run_1/placement_by_type.png
The bar under the picture is 20 um long.
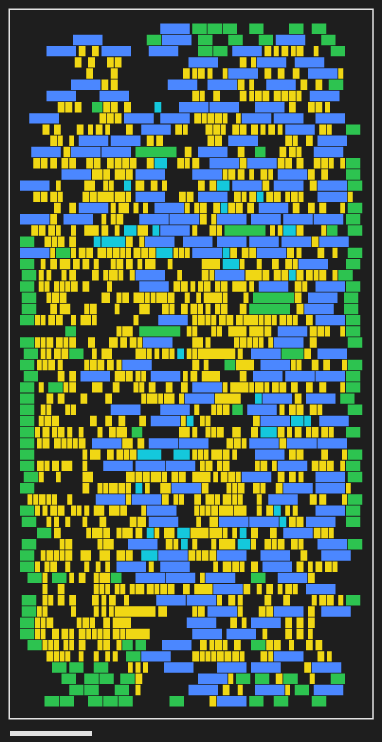
run_1/sizes.png
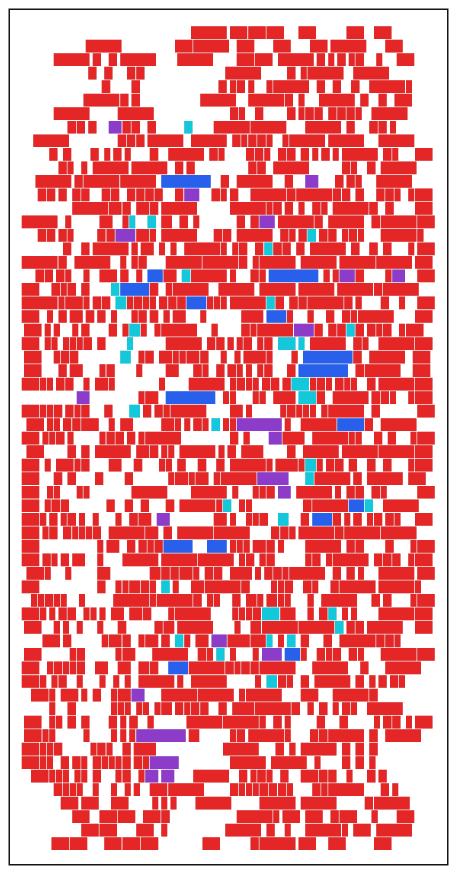
run_1/layer_met1.png
Supply wires on this layer in gray.
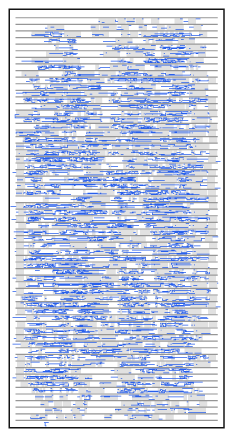
--- src/rtl/spi_slave_frame.sv ---
// Oversampled full-duplex SPI slave with runtime frame length (1..MAX_BYTES bytes) and early-CSEL detection.
// Define SPI_SLV_CRC8_EN to add a CRC-8 check of the last received byte (crc_err output).
module spi_slave_frame #(
  parameter  int MAX_BYTES   = 6,
  parameter  int SAMPLE_EDGE = 0,
  parameter  int SYNC_STAGES = 2,
  localparam int DW          = 8 * MAX_BYTES,
  localparam int BCW         = $clog2(MAX_BYTES + 1),
  localparam int CW          = $clog2(DW + 1)
) (
  input  logic           CLK,
  input  logic           RST,
  input  logic           SCK,
  input  logic           MOSI,
  input  logic           CSEL,
  output logic           MISO,
  input  logic [BCW-1:0] frame_bytes,
  input  logic [DW-1:0]  tx_data,
  output logic           busy,
  output logic [DW-1:0]  rx_data,
  output logic [BCW-1:0] rx_bytes,
  output logic           rx_valid,
  output logic           frame_err
`ifdef SPI_SLV_CRC8_EN
  ,
  output logic           crc_err
`endif
);

  typedef enum logic [1:0] {IDLE, SHIFT, HOLD} state_t;

  // Synchronisers carry no reset so RST cannot fabricate a CSEL fall while the pin is already low.
  logic [SYNC_STAGES-1:0] sck_sync, csel_sync, mosi_sync;
  logic                   sck_prev, csel_prev;
  logic                   sck_s, csel_s, mosi_s;
  logic                   sck_rise, sck_fall, csel_rise, csel_fall;
  logic                   sample_ev, shift_ev;

  always_ff @(posedge CLK) begin
    sck_sync  <= {sck_sync[SYNC_STAGES-2:0], SCK};
    csel_sync <= {csel_sync[SYNC_STAGES-2:0], CSEL};
    mosi_sync <= {mosi_sync[SYNC_STAGES-2:0], MOSI};
    sck_prev  <= sck_sync[SYNC_STAGES-1];
    csel_prev <= csel_sync[SYNC_STAGES-1];
  end

  assign sck_s     = sck_sync[SYNC_STAGES-1];
  assign csel_s    = csel_sync[SYNC_STAGES-1];
  assign mosi_s    = mosi_sync[SYNC_STAGES-1];
  assign sck_rise  = sck_s & ~sck_prev;
  assign sck_fall  = ~sck_s & sck_prev;
  assign csel_rise = csel_s & ~csel_prev;
  assign csel_fall = ~csel_s & csel_prev;
  assign sample_ev = (SAMPLE_EDGE != 0) ? sck_rise : sck_fall;
  assign shift_ev  = (SAMPLE_EDGE != 0) ? sck_fall : sck_rise;

  state_t          state;
  logic [BCW-1:0]  n_cur;
  logic [CW-1:0]   nbits, bit_cnt;
  logic [DW-2:0]   rx_sr;
  logic [DW-1:0]   tx_sr;

  logic [BCW-1:0]  n_in;
  logic [CW-1:0]   nbits_in, cnt_next;
  logic [DW-1:0]   tx_aligned, rx_next, rx_mask;
  logic            last_bit;

  // Out-of-range lengths fall back to a full-width frame.
  assign n_in       = (frame_bytes == '0 || frame_bytes > BCW'(MAX_BYTES)) ? BCW'(MAX_BYTES) : frame_bytes;
  assign nbits_in   = CW'(n_in) << 3;
  assign tx_aligned = tx_data << (CW'(DW) - nbits_in);
  assign rx_next    = {rx_sr, mosi_s};
  assign rx_mask    = {DW{1'b1}} >> (CW'(DW) - nbits);
  assign cnt_next   = bit_cnt + CW'(1);
  assign last_bit   = sample_ev && (cnt_next == nbits);

  always_ff @(posedge CLK) begin
    if (RST) begin
      state     <= IDLE;
      MISO      <= 1'b0;
      busy      <= 1'b0;
      rx_data   <= '0;
      rx_bytes  <= '0;
      rx_valid  <= 1'b0;
      frame_err <= 1'b0;
      n_cur     <= '0;
      nbits     <= '0;
      bit_cnt   <= '0;
      rx_sr     <= '0;
      tx_sr     <= '0;
    end else begin
      rx_valid  <= 1'b0;
      frame_err <= 1'b0;
      case (state)
        IDLE: begin
          MISO <= 1'b0;
          busy <= 1'b0;
          if (csel_fall) begin
            n_cur   <= n_in;
            nbits   <= nbits_in;
            tx_sr   <= tx_aligned;
            rx_sr   <= '0;
            bit_cnt <= '0;
            busy    <= 1'b1;
            MISO    <= tx_aligned[DW-1];
            state   <= SHIFT;
          end
        end
        SHIFT: begin
          if (sample_ev) begin
            rx_sr   <= rx_next[DW-2:0];
            bit_cnt <= cnt_next;
          end
          // A final sample wins over a coincident CSEL rise: the frame is complete.
          if (last_bit) begin
            rx_data  <= rx_next & rx_mask;
            rx_bytes <= n_cur;
            rx_valid <= 1'b1;
            MISO     <= 1'b0;
            if (csel_rise) begin
              busy  <= 1'b0;
              state <= IDLE;
            end else begin
              state <= HOLD;
            end
          end else if (csel_rise) begin
            frame_err <= 1'b1;
            busy      <= 1'b0;
            MISO      <= 1'b0;
            state     <= IDLE;
          end else if (shift_ev && bit_cnt != '0) begin
            // The first bit was pre-presented, so a shift edge before any sample must not advance.
            tx_sr <= tx_sr << 1;
            MISO  <= tx_sr[DW-2];
          end
        end
        HOLD: begin
          MISO <= 1'b0;
          if (csel_rise) begin
            busy  <= 1'b0;
            state <= IDLE;
          end
        end
        default: state <= IDLE;
      endcase
    end
  end

`ifdef SPI_SLV_CRC8_EN
  // Serial CRC-8 (poly 0x07) over all bytes but the last; compared with the last byte on completion.
  logic [7:0] crc;
  logic       crc_fb;

  assign crc_fb = crc[7] ^ mosi_s;

  always_ff @(posedge CLK) begin
    if (RST) begin
      crc     <= '0;
      crc_err <= 1'b0;
    end else if (state == IDLE && csel_fall) begin
      crc <= '0;
    end else if (state == SHIFT && sample_ev) begin
      if (bit_cnt < nbits - CW'(8))
        crc <= {crc[6:0], 1'b0} ^ (crc_fb ? 8'h07 : 8'h00);
      if (last_bit)
        crc_err <= (n_cur != BCW'(1)) && (rx_next[7:0] != crc);
    end
  end
`endif

endmodule

--- config.mk ---
export PLATFORM = sky130hd
export DESIGN_NAME = spi_slave_frame
export DESIGN_NICKNAME = d
export VERILOG_FILES = /design/src/rtl/spi_slave_frame.sv
export SDC_FILE = /design/constraint.sdc
export NUM_CORES = 1
export LEC_CHECK = 0
export ABC_AREA = 1
export CAP_MARGIN = 30
export CORE_ASPECT_RATIO = 2
export CORE_MARGIN = 2
export CORE_UTILIZATION = 55
export CTS_BUF_LIST = sky130_fd_sc_hd__clkbuf_2
export DETAILED_ROUTE_END_ITERATION = 7
export PLACE_DENSITY_LB_ADDON = 0.25
export SLEW_MARGIN = 20
export SYNTH_ARGS = -nofsm -noshare
export SYNTH_HDL_FRONTEND = slang
export SYNTH_SLANG_ARGS = --single-unit
--- constraint.sdc ---
create_clock -name CLK -period 5.4 [get_ports CLK]
set_input_delay 0.81 -clock CLK [delete_from_list [all_inputs] [get_ports CLK]]
set_output_delay 0.81 -clock CLK [all_outputs]
set_load 0.02 [all_outputs]
==> ci_impl_report.md, run 1 <==
## Implementation flow summary

| Metric | Value |
|---|---|
| Status | finished clean |
| Switching power | 0.8574 mW |
| Syn nets | 1155 |
| Top Ports | 111 |
| Skew final | 0.05170 ns |
| Clk network pwr share | 0.266 |
| Gp weighted congestion | 0.9626 |
| Combinational share of power | 0.198 |
| WHS Endpoint | rx_data[36] |
| Layout cells sized above 1 | 0.06024 |
| Slowest stage cell, crit path | inv_1 |
| Tally of OpenROAD warnings | 34 |
| Internal power | 1.612 mW |
| R2R depth | 10 |
| Hold_buf cts | 0 |
| Crit. Startpoint | state[1] |
| Ys Warns | 0 |
| Total core area | 13810 um2 |
| Inverters | 54 |
| Signal buffers | 125 |
| Largest registers | rx_data x48, rx_sr x47, tx_sr x47 |
| DRT iter0 DRCs | 452 |
| First-pass GRT wire length | 32340 um |
| Via count | 7546 |
| Avg Cell Area, Syn | 7.120 um2 |
| Flip-flops | 168 |
| Synth Cell Area | 7746 um2 |
| H-Tree Depth | 4 |
| Hold Startpoint | RST |
| Seq share, synth | 0.4342 |
| Worst path max stage delay | 0.61 ns |
| Fp util | 0.5607 |
| Worst-margin pin slew | 0.8514 ns |
| Main area contributors | dfxtp_1 (43%), nand2_1 (13%), a21oi_1 (10%), nand3_1 (8.2%), o21ai_0 (5.9%) |
| Register bank with the most flops | rx_data |
| Worst EP required | 6.06 ns |
| Die width | 87.92 um |
| Gate Area | 3837 um2 |
| Reg-to-reg startpoint | state[1] |
| IR drop worst, VDD | 0.1905 mV |
| Num CTS Buffers | 17 |
| Post-Route Utilization | 0.6661 |
| Switch share | 0.3472 |
| Total power | 2.469 mW |
| Levels on crit path | 10 |
| Tally of buffers added on design ports | 110 |
| Clock network area share | 0.02611 |
| Sequential share of cell area | 0.3655 |
| Slew headroom | 0.4318 |
| Cell Type Count | 36 |
| Antenna violations before repair | 1 |
| Final setup vio count | 0 |
| Top Consumer | sequential cells |
| Clk sinks | 168 |
| Final wirelength | 20430 um |
| Critical Path Sink Type | flop |
| 1st-pass router iterations | 6 |
| CP Buf/Inv Count | 5 |
| Final Hold Violating Endpoints | 0 |
| Critical Path, Cell by Cell | inv_1 -> ha_4 -> inv_1 -> o21ai_1 -> nand2_1 -> clkinv_1 -> buf_16 -> buf_4 -> o21ai_0 -> a21oi_1 |
| FF/Latch Area | 3363 um2 |
| DIE HEIGHT | 171.8 um |
| Fraction of synthesis flops using an asynchronous set or reset pin | 0 |
| Hold depth | 2 |
-- placement_by_type.png (at the start) --
| color | class | cells | share of their area |
|---|---|---|---|
| cyan | clock drivers and dummy loads | 32 | 2.7% |
| blue | flops | 168 | 38% |
| yellow | combinational and other logic | 837 | 45% |
| green | other buffers and delay cells | 125 | 15% |

-- sizes.png (at the start) --
| color | size | cells | share |
|---|---|---|---|
| blue | _6 and larger | 16 | 1.4% |
| cyan | _2 cells | 33 | 2.8% |
| purple | _3 and _4 cells | 21 | 1.8% |
| red | _0 and _1 cells | 1092 | 94% |

-- layer_met1.png (at the start) --
nets with wire on the layer: 1103
wire length on this layer: 7320 um
share of all routed wire: 36%
main direction: horizontal
longest straight run: 25.3 um

[run 1: metrics by stage]
step / instance area [um2] / instances / hold WS [ns] / setup slack [ns]
after global routing: 9201 / 1352 / 0.2672 / 1.874
final: 9201 / 1352 / 0.3222 / 2.150
after detailed placement: 8861 / 1315 / 0.3150 / 1.362
after CTS: 9101 / 1347 / 0.2818 / 1.734
after floorplan: 7746 / 1088 / 0.3096 / 2.499
after global placement: 8806 / 1313 / 0.3104 / 1.387
[run 1: metal layers]
layer	wire (um)	track usage	part of all wire	vias to the layer above
met4	1331	0.1799	0.065	0
met3	743	0.04511	0.036	64
li1	-	-	-	3798
met1	7320	0.2746	0.36	3435
met2	11030	0.4993	0.54	249
met5	0	0	0	-
run_1/clk_routes.png
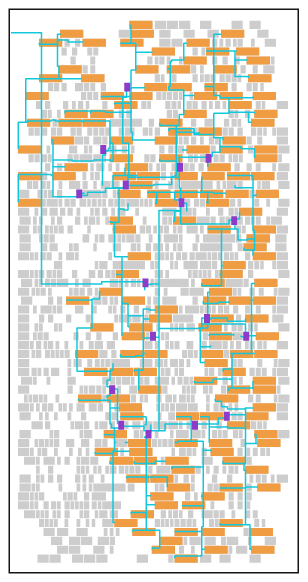

==> run 2: changes to the inputs <==
--- a/config.mk
+++ b/config.mk
@@ -9,7 +9,7 @@
 export CAP_MARGIN = 30
 export CORE_ASPECT_RATIO = 2
 export CORE_MARGIN = 2
-export CORE_UTILIZATION = 55
+export CORE_UTILIZATION = 51
 export CTS_BUF_LIST = sky130_fd_sc_hd__clkbuf_2
 export DETAILED_ROUTE_END_ITERATION = 7
 export PLACE_DENSITY_LB_ADDON = 0.25
==> constraint.sdc (replaced) <==
create_clock -name CLK -period 2.9 [get_ports CLK]
set_input_delay 0.435 -clock CLK [delete_from_list [all_inputs] [get_ports CLK]]
set_output_delay 0.435 -clock CLK [all_outputs]
set_load 0.02 [all_outputs]
run_2/clk_routes.png
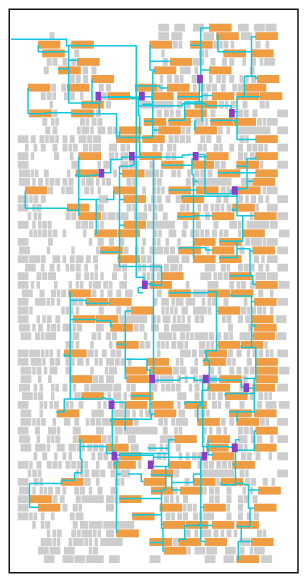
[purple] clock drivers | count: 17
[cyan] clock wires | length: 1830 um
[orange] flip-flops | count: 168
routed clock nets: 18

run_2/sizes.png
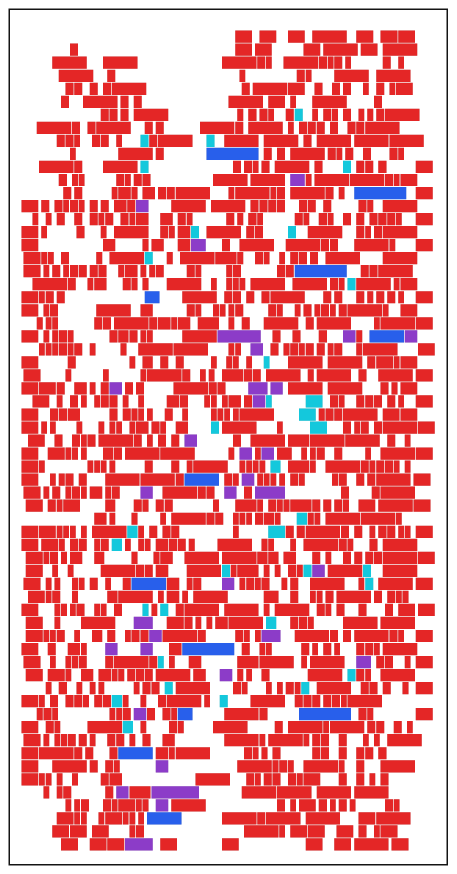
| color | size | cells | share |
|---|---|---|---|
| cyan | _2 cells | 34 | 2.9% |
| red | _0 and _1 cells | 1092 | 93% |
| purple | _3 and _4 cells | 33 | 2.8% |
| blue | _6 and larger | 12 | 1.0% |

==> ci_impl_report.md, run 2 <==
## Implementation flow summary

| Metric | Value |
|---|---|
| Dominant cell area share | 0.4342 |
| Cell Type Count | 36 |
| Worst EP required | 3.57 ns |
| Via count | 7557 |
| Flip-flops | 168 |
| Metal3 WL | 744 um |
| Placed Instances | 1334 |
| Final Hold Violating Endpoints | 0 |
| CP Buf/Inv Count | 1 |
| Final wirelength | 20530 um |
| Largest registers | rx_data x48, rx_sr x47, tx_sr x47 |
| DRT iter0 DRCs | 439 |
| Slowest stage cell, crit path | dfxtp_1 |
| FF/Latch Area | 3363 um2 |
| Hold_buf cts | 0 |
| Clk sinks | 168 |
| Slew headroom | 0.4940 |
| First-pass GRT wire length | 34090 um |
| Met1 Routed Length | 7536 um |
| Main area contributors | dfxtp_1 (43%), nand2_1 (13%), a21oi_1 (10%), nand3_1 (8.2%), o21ai_0 (5.9%) |
| Hold Slack | 0.1109 ns |
| Signal buffers | 134 |
| Tally of buffers added on design ports | 110 |
| Pin count of the biggest net entering global routing | 118 |
| Fraction of synthesis flops using an asynchronous set or reset pin | 0 |
| Seq share, synth | 0.4342 |
| Met3 Use GR | 0.04478 |
| Skew final | 0.03336 ns |
| Worst path max stage delay | 0.56 ns |
| Final #Nets | 1225 |
| Fin area | 9303 um2 |
| Top Ports | 111 |
| Layout cells sized above 1 | 0.06746 |
| WL met2 | 11130 um |
| Worst Slack Setup Final | 0.5496 ns |
| Fp util | 0.5227 |
| Sequential share of cell area | 0.3615 |
| Internal power | 3.386 mW |
| H-Tree Depth | 4 |
| Antenna violations before repair | 1 |
| Critical Path, Cell by Cell | ha_1 -> nand3_1 -> nand2_1 -> nand2_1 -> nand2_1 -> nand2_1 -> inv_1 -> nand3_4 -> nor3_2 -> nand3_1 -> a21oi_1 |
| Switch share | 0.3044 |
| Register bank with the most flops | rx_data |
| Post-Route Utilization | 0.6277 |
| Busiest grt layer | met2 |
| Critical Path Sink Type | flop |
| Area of placed instances | 8989 um2 |
| Final setup vio count | 0 |
| Place WS | 0.09743 ns |
| Avg Cell Area, Syn | 7.120 um2 |
| Num CTS Buffers | 17 |
| Max capacitance violation total | 0 |
| Total power | 4.867 mW |
| Met2 Use GR | 0.4901 |
| Clk network pwr share | 0.307 |
| 1st-pass router iterations | 5 |
| DIE HEIGHT | 178.3 um |
| Status | finished clean |
| Switching power | 1.482 mW |
| Total core area | 14820 um2 |
| Die width | 91.15 um |
| Uppermost layer routed | met4 |
| Clock network area share | 0.03349 |
| Fin cells | 1367 |
| Ys Warns | 0 |
| Syn nets | 1155 |
| Inverters | 54 |
| Met1 global-route usage | 0.2721 |
| Synth Cell Area | 7746 um2 |
| Top Consumer | sequential cells |
run 2: logic make-up (layout without fill, tap and decap cells):
| group | count (synthesis) | count (layout) | share of synthesized area |
|---|---|---|---|
| XOR/XNOR | 2 | 2 | 0.004685 |
| AND-OR/OR-AND | 306 | 306 | 0.2140 |
| buffers and inverters | 137 | 220 | 0.07204 |
| AND/OR/NAND/NOR | 464 | 464 | 0.2573 |
| other | 0 | 1 | 0 |
| adder cells (fa/ha/maj) | 11 | 11 | 0.01777 |
| flip-flops | 168 | 168 | 0.4342 |
run 2: worst paths after layout:
check	endpoint	from	cells past startpoint
min	sck_sync[0]	SCK	1
max reg2reg	rx_data[39]	bit_cnt[1]	11
min reg2reg	mosi_sync[1]	mosi_sync[0]	0
max	rx_data[39]	bit_cnt[1]	11
Power and IR drop assume default switching activity.
